**Met1 routing**

Bar = 50 um.
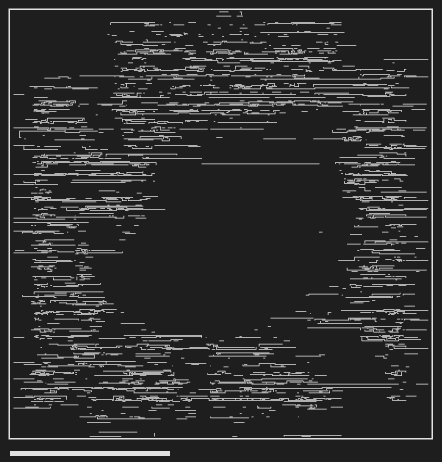
**Routing congestion map**

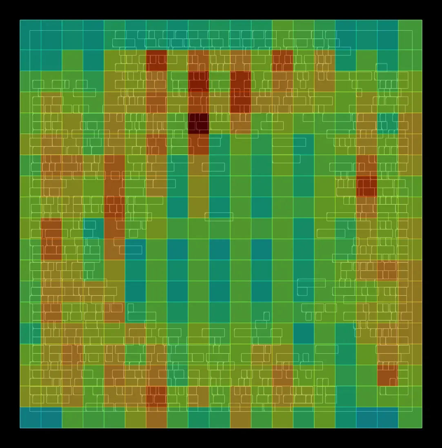
**Signal metal coverage by tile**

Bar = 50 um. The die is cut into 26 by 27 equal tiles; black is low, pale yellow is high, scaled to the fullest tile. Values are wire area over tile area, all layers added.
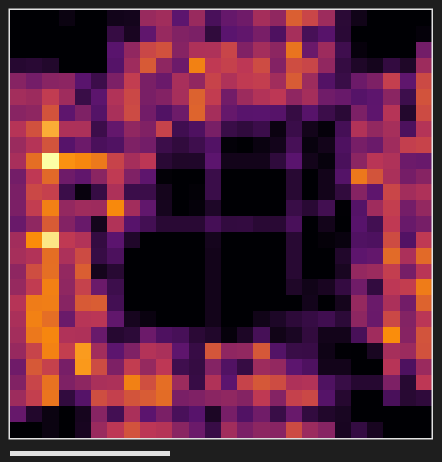
**Cell density map**

Bar = 50 um. The die is cut into 13 by 13 equal tiles; black is low, pale yellow is high, 0 to 100% covered.
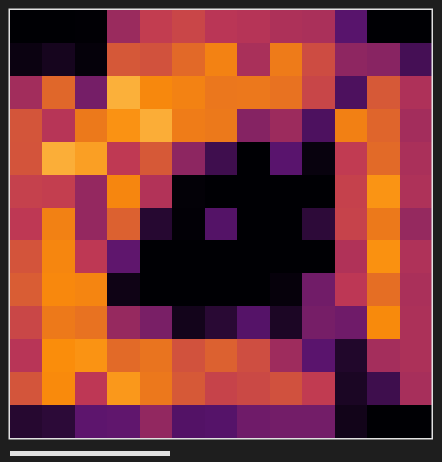
**The metal 2 layer**

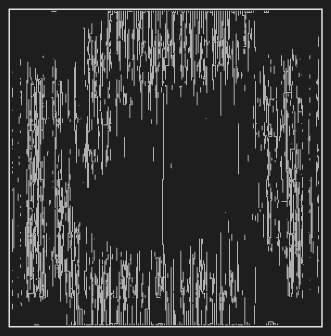
==> config.mk <==
export PLATFORM = sky130hd
export DESIGN_NAME = mem_port_arbiter
export DESIGN_NICKNAME = d
export VERILOG_FILES = /design/src/rtl/mem_port_arbiter.sv
export SDC_FILE = /design/constraint.sdc
export NUM_CORES = 1
export LEC_CHECK = 0
export CAP_MARGIN = 20
export CORE_AREA = 3 3 129 131
export DETAILED_ROUTE_END_ITERATION = 10
export DIE_AREA = 0 0 132 134
export PLACE_DENSITY = 0.73
export SYNTH_ARGS = -nofsm -noshare
export SYNTH_HDL_FRONTEND = slang
export SYNTH_SLANG_ARGS = --single-unit
==> constraint.sdc <==
create_clock -name clk -period 1.56 [get_ports clk]
set_input_delay 0.156 -clock clk [delete_from_list [all_inputs] [get_ports clk]]
set_output_delay 0.156 -clock clk [all_outputs]
set_load 0.01 [all_outputs]
==> ci_impl_report.md <==
### Metrics collected by this job

| Metric | Value |
|---|---|
| Final antenna-violating net count | 0 |
| Number of hold buffers added after CTS | 0 |
| Post-synth EDFFs | 0 |
| Synthesized area per cell | 8.339 um^2 |
| Final cell count without fillers | 935 |
| Fraction of layout cells with a size suffix above 1 | 0.09318 |
| Area overhead of the layout relative to synthesis | 56.38% |
| Register bit count reported by yosys | 103 |
| Tightest slew margin relative to the limit | 0.7303 |
| Core area | 15710 um^2 |
| Quantity of I/O buffers inserted on ports | 234 |
| Logic depth of the worst register-to-register path | 6 |
| CTS tree | done |
| Worst slew pin tran | 404.5 ps |
| Placement Rows | 46 |
| Top library cells by usage in the layout, fill and taps aside | 231 x sky130_fd_sc_hd__clkdlybuf4s50_1, 101 x sky130_fd_sc_hd__a21oi_1, 99 x sky130_fd_sc_hd__dfxtp_1 |
| Final std cell area, no fill | 7316 um^2 |
| Yosys adder share | 0.01337 |
| And+or+nand+nor area frac | 0.1297 |
| Areal power density over the cells | 932.0 nW/um^2 |
| WHS Path Cells | 0 |
| Result of the run | finished, final reports clean |
| Final clock skew | 8.372 ps |
| Startpoint type of the worst setup path | register |
| Area taken by flip-flops and latches | 2067 um^2 |
| Net total in the final layout | 885 |
| Share of synthesized registers carrying an async set or reset | 0 |
| Number of global-route vias before repair | 4691 |
| Internal reg-to-reg setup slack | 90 ps |
| Filler Cell Count | 1518 |
| Post-synth design cell area | 4678 um^2 |
| Dominant logic cell type in the layout | sky130_fd_sc_hd__clkdlybuf4s50_1 |
| Worst setup slack after placement | -91.37 ps |
| Final Critical Period | 1477 ps |
| Die height | 134 um |
| Drt first pass iters | 4 |
| Final setup violation count | 0 |
| Biggest combinational cell group after synthesis | AND-OR/OR-AND gates |
| H-tree depth | 3 |
| Period utilization | 0.9468 |
| Leakage power figure | 2.531 nW |
| M3 GR Usage | 0.07389 |
| Deepest clock path buffer count | 2 |
| Detailed-placement wirelength estimate | 10710 um |
| Antenna violations before repair | 0 |
| Worst supply voltage drop on vdd | 0.5310 mV |
| Arrival time worst endpoint | 1320 ps |
| Final Hold Vio Count | 0 |
| Clock root buffer master | sky130_fd_sc_hd__clkbuf_16 |
| Area occupied by multi-input gates | 1911 um^2 |
| Inserted Clock Buffers | 9 |
| Multiplexer share of the synthesized area | 0 |
| Gpl congestion | 0.7789 |
## Picture notes: 'met1 routing'
share of all routed wire: 40%
longest straight run: 37.7 um
wire length on this layer: 6080 um
Routed WL: 15320 um
via count: 4733
met1 demand-to-capacity share in global routing: 0.1894

## Picture notes: 'routing congestion map'
gr usage total: 0.1654
most used routing layer: met2

## Picture notes: 'signal metal coverage by tile'
fullest tile: 0.54
emptiest ninth of the die: middle
mean over tiles: 0.14
nearly empty tiles: 19%
tiles over half the peak: 17%
detailed-route wire length per cell: 16.39 um

## Picture notes: 'cell density map'
nearly empty tiles: 17%
tiles over 75% full: 5.9%
emptiest ninth of the die: middle
final core area utilization: 0.4656
floorplan utilization: 0.2977

## Picture notes: 'the metal 2 layer'
wire length on this layer: 7380 um
main direction: vertical
nets with wire on the layer: 734
grt met2 use: 0.2779

[power breakdown]
part           switching, W  total (W)  internal [W]
sequential        0.0000915    0.00291       0.00282
combinational      0.000714    0.00163      0.000916
clock              0.000988    0.00228       0.00129
total               0.00179    0.00682       0.00503
[cells by family after synthesis]
kind of cell	after synthesis
DFF	103
and+or+nand+nor	111
adders and majority gates	5
buffers and inverters	132
AOI/OAI and AO/OA	210
[cell type report]
cell class | count | area share
multi-input cells | 326 | 0.2612
flip-flops and latches | 103 | 0.2825
repair buffers | 268 | 0.3752
well taps | 216 | 0.03694
inverters | 6 | 0.003079
clock buffers | 11 | 0.03318
clock inverters | 5 | 0.007867
[Yosys cell counts, types with 2 or more instances]
master / n / share of area
sky130_fd_sc_hd__o21ai_0: 71 / 0.076
sky130_fd_sc_hd__ha_1: 5 / 0.013
sky130_fd_sc_hd__clkbuf_1: 48 / 0.039
sky130_fd_sc_hd__nand3_1: 67 / 0.072
sky130_fd_sc_hd__buf_1: 6 / 0.0048
sky130_fd_sc_hd__buf_2: 5 / 0.0053
sky130_fd_sc_hd__buf_6: 3 / 0.0072
sky130_fd_sc_hd__and2_1: 3 / 0.0040
sky130_fd_sc_hd__buf_4: 64 / 0.10
sky130_fd_sc_hd__a32oi_1: 32 / 0.060
sky130_fd_sc_hd__dfxtp_1: 103 / 0.44
sky130_fd_sc_hd__a21oi_1: 103 / 0.11
sky130_fd_sc_hd__inv_1: 6 / 0.0048
sky130_fd_sc_hd__nand2_1: 2 / 0.0016
sky130_fd_sc_hd__nand4_1: 35 / 0.047
[critical path: stages, from the launching register on]
cell                              delay, ps
sky130_fd_sc_hd__dfxtp_2                350
sky130_fd_sc_hd__inv_2                   50
sky130_fd_sc_hd__ha_1                   190
sky130_fd_sc_hd__and2_1                 160
sky130_fd_sc_hd__clkdlybuf4s15_1        240
[stage by stage]
step	setup TNS, ps	hold slack, ps	total power [W]
2_1_floorplan	0	300.9	0.003766
5_1_grt	-22.42	312.0	0.007138
6_report	0	312.0	0.006818
3_3_place_gp	-30.10	312.1	0.004566
3_5_place_dp	-2940	312.1	0.004578
4_1_cts	0	312.1	0.006881
[metal layers]
layer  share of wire  vias up
met5               0        -
met4           0.019        0
met3            0.10       29
met2            0.48      219
met1            0.40     2196
li1                -     2289
[what timing repair did]
item                                    4_1_cts  5_1_grt
cloned                                        0        1
pin swaps                                     0        1
gates resized                                 9       14
endpoints found under the setup margin        9       66
Power figures rest on the tool's default switching activity, not on a simulated workload.
